**src/rtl/wb_trace_if.sv**
```systemverilog
// wb_trace_if: writeback tap from the CPU plus the serialised trace stream.
// master = CPU/consumer side, slave = the trace encoder.
interface wb_trace_if #(parameter int DEPTH = 16);
    logic                     trace_en;
    logic                     reg_write_enable;
    logic [4:0]               reg_write_addr;
    logic [31:0]              reg_write_data;
    logic                     hilo_we;
    logic [31:0]              hi_i;
    logic [31:0]              lo_i;
    logic [31:0]              trace_data;
    logic                     trace_valid;
    logic                     trace_ready;
    logic                     overflow;
    logic [15:0]              drop_count;
    logic [$clog2(DEPTH):0]   fifo_level;
    modport master (
        output trace_en, reg_write_enable, reg_write_addr, reg_write_data,
               hilo_we, hi_i, lo_i, trace_ready,
        input  trace_data, trace_valid, overflow, drop_count, fifo_level
    );
    modport slave (
        input  trace_en, reg_write_enable, reg_write_addr, reg_write_data,
               hilo_we, hi_i, lo_i, trace_ready,
        output trace_data, trace_valid, overflow, drop_count, fifo_level
    );
endinterface

```
**src/rtl/wb_trace_encoder.sv**
```systemverilog
// wb_trace_encoder: records numbered writeback events into a FIFO and
// serialises them as a 32-bit valid/ready word stream.
module wb_trace_encoder #(
    parameter int DEPTH     = 16,
    parameter int WARMUP    = 5,
    parameter int EMIT_SKIP = 1
) (
    input logic       clk,
    input logic       rst,
    wb_trace_if.slave tr
);
    localparam int AW = $clog2(DEPTH);
    localparam int WW = (WARMUP > 0) ? $clog2(WARMUP + 1) : 1;
    typedef enum logic [1:0] {IDLE, HDR, W1, W2} state_t;
    state_t        state_q;
    logic [WW-1:0] warm_q;
    logic [24:0]   seq_q, seq_d;
    logic [95:0]   mem_q [DEPTH];
    logic [65:0]   hold_q;
    logic [AW-1:0] wr_q, rd_q;
    logic [AW:0]   cnt_q;
    logic [31:0]   data_q;
    logic          valid_q, ovf_q;
    logic [15:0]   drop_q;
    logic          rec, is_reg, is_hilo, want, push, drop, avail, done, pop;
    logic [1:0]    typ;
    logic [95:0]   rec_w;
    always_comb begin
        rec     = tr.trace_en && warm_q == WW'(WARMUP);
        seq_d   = rec ? seq_q + 25'd1 : seq_q;
        is_reg  = tr.reg_write_enable;
        is_hilo = !is_reg && tr.hilo_we;
        typ     = is_reg ? 2'b01 : is_hilo ? 2'b10 : 2'b00;
        rec_w   = {typ, is_reg ? tr.reg_write_addr : 5'd0, seq_d,
                   is_reg ? tr.reg_write_data : tr.hi_i, tr.lo_i};
        want    = rec && (EMIT_SKIP != 0 || is_reg || is_hilo);
        push    = want && cnt_q < (AW+1)'(DEPTH);
        drop    = want && !push;
        // cnt_q also counts the record in flight, so stored entries = cnt_q - busy
        avail   = cnt_q != (AW+1)'(state_q != IDLE);
        done    = valid_q && tr.trace_ready &&
                  ((state_q == HDR && hold_q[65:64] == 2'b00) ||
                   (state_q == W1 && hold_q[65:64] == 2'b01) || state_q == W2);
        pop     = avail && (state_q == IDLE || done);
    end
    always_ff @(posedge clk)
        if (push) mem_q[wr_q] <= rec_w;
    always_ff @(posedge clk or posedge rst) begin
        if (rst) begin
            warm_q  <= '0;
            seq_q   <= '0;
            wr_q    <= '0;
            rd_q    <= '0;
            cnt_q   <= '0;
            ovf_q   <= 1'b0;
            drop_q  <= '0;
            state_q <= IDLE;
            hold_q  <= '0;
            data_q  <= '0;
            valid_q <= 1'b0;
        end else begin
            warm_q <= !tr.trace_en ? '0 : rec ? warm_q : warm_q + WW'(1);
            seq_q  <= !tr.trace_en ? '0 : seq_d;
            wr_q   <= wr_q + AW'(push);
            rd_q   <= rd_q + AW'(pop);
            cnt_q  <= cnt_q + (AW+1)'(push) - (AW+1)'(done);
            ovf_q  <= ovf_q | drop;
            drop_q <= drop_q + 16'(drop && drop_q != 16'hFFFF);
            // a pop from IDLE takes one load cycle; a pop on the last word streams on
            if (pop) begin
                hold_q  <= {mem_q[rd_q][95:94], mem_q[rd_q][63:0]};
                data_q  <= mem_q[rd_q][95:64];
                valid_q <= done;
                state_q <= HDR;
            end else if (done) begin
                valid_q <= 1'b0;
                state_q <= IDLE;
            end else if (state_q == HDR && !valid_q) begin
                valid_q <= 1'b1;
            end else if (valid_q && tr.trace_ready) begin
                data_q  <= state_q == HDR ? hold_q[63:32] : hold_q[31:0];
                state_q <= state_q == HDR ? W1 : W2;
            end
        end
    end
    assign tr.trace_data  = data_q;
    assign tr.trace_valid = valid_q;
    assign tr.overflow    = ovf_q;
    assign tr.drop_count  = drop_q;
    assign tr.fifo_level  = cnt_q;
endmodule

```
**src/flat_wrapper.sv**
```systemverilog
// flat-port wrapper written by rule: the top's interface ports become plain ports
module wb_trace_encoder_flat 
#(
    parameter int DEPTH     = 16,
    parameter int WARMUP    = 5,
    parameter int EMIT_SKIP = 1
)
  (clk, rst, tr_trace_en, tr_reg_write_enable, tr_reg_write_addr, tr_reg_write_data, tr_hilo_we, tr_hi_i, tr_lo_i, tr_trace_ready, tr_trace_data, tr_trace_valid, tr_overflow, tr_drop_count, tr_fifo_level);
  wb_trace_if #(.DEPTH(DEPTH)) tr_i ();
  input logic clk;
  input logic rst;
  input wire logic [$bits(tr_i.trace_en)-1:0] tr_trace_en;
  input wire logic [$bits(tr_i.reg_write_enable)-1:0] tr_reg_write_enable;
  input wire logic [$bits(tr_i.reg_write_addr)-1:0] tr_reg_write_addr;
  input wire logic [$bits(tr_i.reg_write_data)-1:0] tr_reg_write_data;
  input wire logic [$bits(tr_i.hilo_we)-1:0] tr_hilo_we;
  input wire logic [$bits(tr_i.hi_i)-1:0] tr_hi_i;
  input wire logic [$bits(tr_i.lo_i)-1:0] tr_lo_i;
  input wire logic [$bits(tr_i.trace_ready)-1:0] tr_trace_ready;
  output wire logic [$bits(tr_i.trace_data)-1:0] tr_trace_data;
  output wire logic [$bits(tr_i.trace_valid)-1:0] tr_trace_valid;
  output wire logic [$bits(tr_i.overflow)-1:0] tr_overflow;
  output wire logic [$bits(tr_i.drop_count)-1:0] tr_drop_count;
  output wire logic [$bits(tr_i.fifo_level)-1:0] tr_fifo_level;
  assign tr_i.trace_en = tr_trace_en;
  assign tr_i.reg_write_enable = tr_reg_write_enable;
  assign tr_i.reg_write_addr = tr_reg_write_addr;
  assign tr_i.reg_write_data = tr_reg_write_data;
  assign tr_i.hilo_we = tr_hilo_we;
  assign tr_i.hi_i = tr_hi_i;
  assign tr_i.lo_i = tr_lo_i;
  assign tr_i.trace_ready = tr_trace_ready;
  assign tr_trace_data = tr_i.trace_data;
  assign tr_trace_valid = tr_i.trace_valid;
  assign tr_overflow = tr_i.overflow;
  assign tr_drop_count = tr_i.drop_count;
  assign tr_fifo_level = tr_i.fifo_level;
  wb_trace_encoder #(.DEPTH(DEPTH), .WARMUP(WARMUP), .EMIT_SKIP(EMIT_SKIP)) u_core (.clk(clk), .rst(rst), .tr(tr_i));
endmodule
```
**config.mk**
```make
export PLATFORM = sky130hd
export DESIGN_NAME = wb_trace_encoder_flat
export DESIGN_NICKNAME = d
export VERILOG_FILES = /design/src/rtl/wb_trace_if.sv /design/src/rtl/wb_trace_encoder.sv /design/src/flat_wrapper.sv
export SDC_FILE = /design/constraint.sdc
export NUM_CORES = 2
export LEC_CHECK = 0
export ABC_AREA = 1
export CAP_MARGIN = 40
export CORE_AREA = 2 2 453 455
export CTS_BUF_LIST = sky130_fd_sc_hd__clkbuf_8
export CTS_CLUSTER_DIAMETER = 120
export DETAILED_ROUTE_END_ITERATION = 8
export DIE_AREA = 0 0 455 457
export SYNTH_ARGS = -nofsm -noshare
export SYNTH_HDL_FRONTEND = slang
export SYNTH_SLANG_ARGS = --single-unit
```
**constraint.sdc**
```tcl
create_clock -name clk -period 7.3 [get_ports clk]
set_input_delay 1.46 -clock clk [delete_from_list [all_inputs] [get_ports clk]]
set_output_delay 1.46 -clock clk [all_outputs]
set_load 0.02 [all_outputs]
```
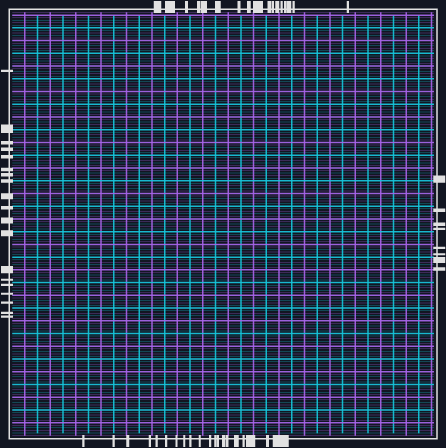
Fig. 1. Power grid.
Pins as bars on the die edge.
net	colour
VSS	purple
VDD	cyan
met1 rails	167
met4 straps	33
signal pins	162
rows	166
met5 straps	33

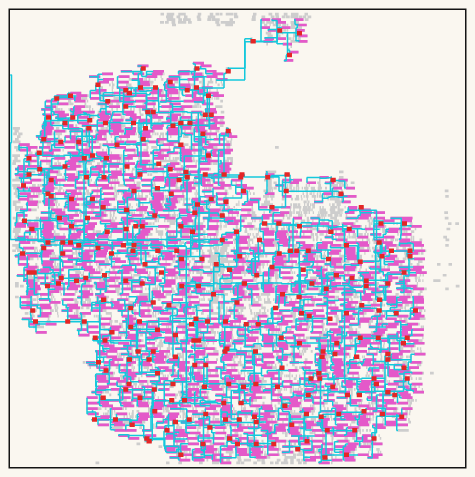
Fig. 2. Clock wires, drivers and flops.
(1 px per µm)
[cells driving clock nets] red | count: 296
[clock wires] cyan | length: 21.8 mm
[flip-flops] magenta | count: 1695
routed clock nets	297

==> run summary <==
Status of the implementation.

- The sort of element at the start of the critical path is an input port, for reference.
- The post-synthesis instance area is 68500 µm², for reference.
- In this run the horizontal extent of the chip is 455 µm.
- The fraction of power consumed by combinational cells is 0.015, for reference.
- For reference, the mux area share after synthesis is 0.0142.
- The number of cell instances on the worst register-to-register path is 9, for reference.
- The most prevalent standard cell on the critical path is sky130_fd_sc_hd__inv_2, for reference.
- Walking the worst path, the cells encountered are clkdlybuf4s50_1, inv_2, nor2_8, inv_2, nor2_1, nand3_1, nor2_4, buf_4.
- After clock tree synthesis, the flow added hold-fix buffers numbering 0.
- TritonCTS built the clock tree.
- The peak per-stage delay on the critical path is 780 ps, for reference.
- For this block, the routed nets add up to 192000 µm of wire.
- The design area is 78700 µm², for reference.
- The number of global-route vias before repair is 43109, for reference.
- The DRC violation count after routing is 0, for reference.
- The aoi/oai-family share of the synthesized area is 0.0830, for reference.
- The total net switching power is 4.02 mW, for reference.
- The post-route core utilization is 0.387, for reference.
- The worst setup path is captured at a register.
- After synthesis, the largest family of logic cells by area is simple AND/OR/NAND/NOR gates.
- Per the CTS log, the buffer count on the longest clock path is 4.
- For this run, the total global-route usage over all layers was measured as 0.180.
- After floorplanning, the core was divided into 166 placement rows.
- The startpoint of the worst-slack reg-to-reg timing path is u_core.warm_q[1]$_DFFE_PP0P_, for reference.
- Of all nets on the critical path, the largest fanout is 26.
- In the routed layout, each cell is associated on average with a via count of 5.08.
- The flip-flop and latch count after synthesis is 1695, for reference.
- The top cell types in the final layout, fill and taps aside, are sky130_fd_sc_hd__edfxtp_1 (1536), sky130_fd_sc_hd__nand2_1 (1097), sky130_fd_sc_hd__nor2_1 (870).
- The floorplan die area is 208000 µm², for reference.
- The sequential area share after synthesis is 0.731, for reference.
- The net count of the finished layout is 5982.
- STA puts the critical path data required time at 7900 ps.
- The run finished with clean final reports.
- Across all stage logs, warnings added up to 52.
- The leakage power of the design is 27.9 nW, for reference.
- Between the synthesized netlist and the finished layout, the area growth was recorded as 14.8%.
- In this run the post-CTS setup repair buffer count came out at 0.
- The most critical setup path has its endpoint at u_core.mem_q[4][38]$_DFFE_PP_.
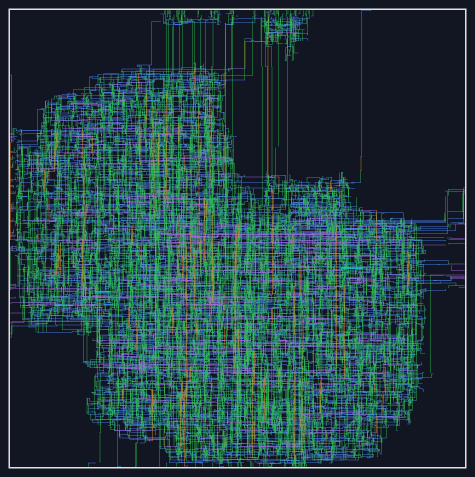
Fig. 3. Signal wires by layer.
(1 px per µm)
layer	colour	wire length
met4	orange	6120 µm
met5	cyan	50.6 µm
met3	purple	14800 µm
met2	green	90.1 mm
met1	blue	80.6 mm

flip-flops by register name (all words and copies together) (netlist names):
name / cells
u_core.wr_q: 4
u_core.seq_q: 25
u_core.rd_q: 4
u_core.state_q: 2
u_core.mem_q: 1536
u_core.tr.overflow: 1
u_core.warm_q: 3
u_core.tr.trace_data: 32
u_core.hold_q: 66
u_core.tr.fifo_level: 5
u_core.tr.trace_valid: 1
u_core.tr.drop_count: 16
worst max-delay path, delay by kind of cell:
kind,cells,cell delay (ps)
buffers and inverters,4,1410
and+or+nand+nor,4,2170
final cells by class:
| type | instances | area [µm²] |
|---|---|---|
| flip-flops and latches | 1695 | 50100 |
| clock buffers | 328 | 4510 |
| diodes | 4 | 10.0 |
| well taps | 2688 | 3360 |
| fillers | 19190 | 125000 |
| multi-input cells | 3472 | 16400 |
| clock inverters | 185 | 916 |
| repair buffers | 252 | 2810 |
| inverters | 141 | 567 |
synth_stat cells (all sizes together):
cell,instances
fa,1
nand4,6
a22oi,3
inv,141
edfxtp,1536
nand2,1105
nand3b,1
nand3,266
a21boi,61
and2,2
o22ai,122
xor2,23
mux2,32
o21ai,589
a21oi,197
buf,212
clkbuf,125
ha,16
mux2i,61
or2,2
dfrtp,159
a211oi,2
nor3,10
a31oi,5
xnor2,10
nor2,894
o211ai,62
nor4,2
per-layer routing:
metal / wire length (µm) / GRT usage
met5: 50 / 0
met4: 6120 / 0.0628
met3: 14800 / 0.0397
met2: 90100 / 0.288
met1: 80600 / 0.242
power groups by stage:
stage	registers (mW)	clock network [mW]	logic, mW
floorplan	10.8	0	0.0896
global placement	10.8	0	0.285
detailed placement	10.8	0	0.296
CTS	10.6	8.28	0.297
global route	10.6	8.70	0.316
finish	10.6	8.12	0.291
Power is estimated from default activity; no workload was simulated.
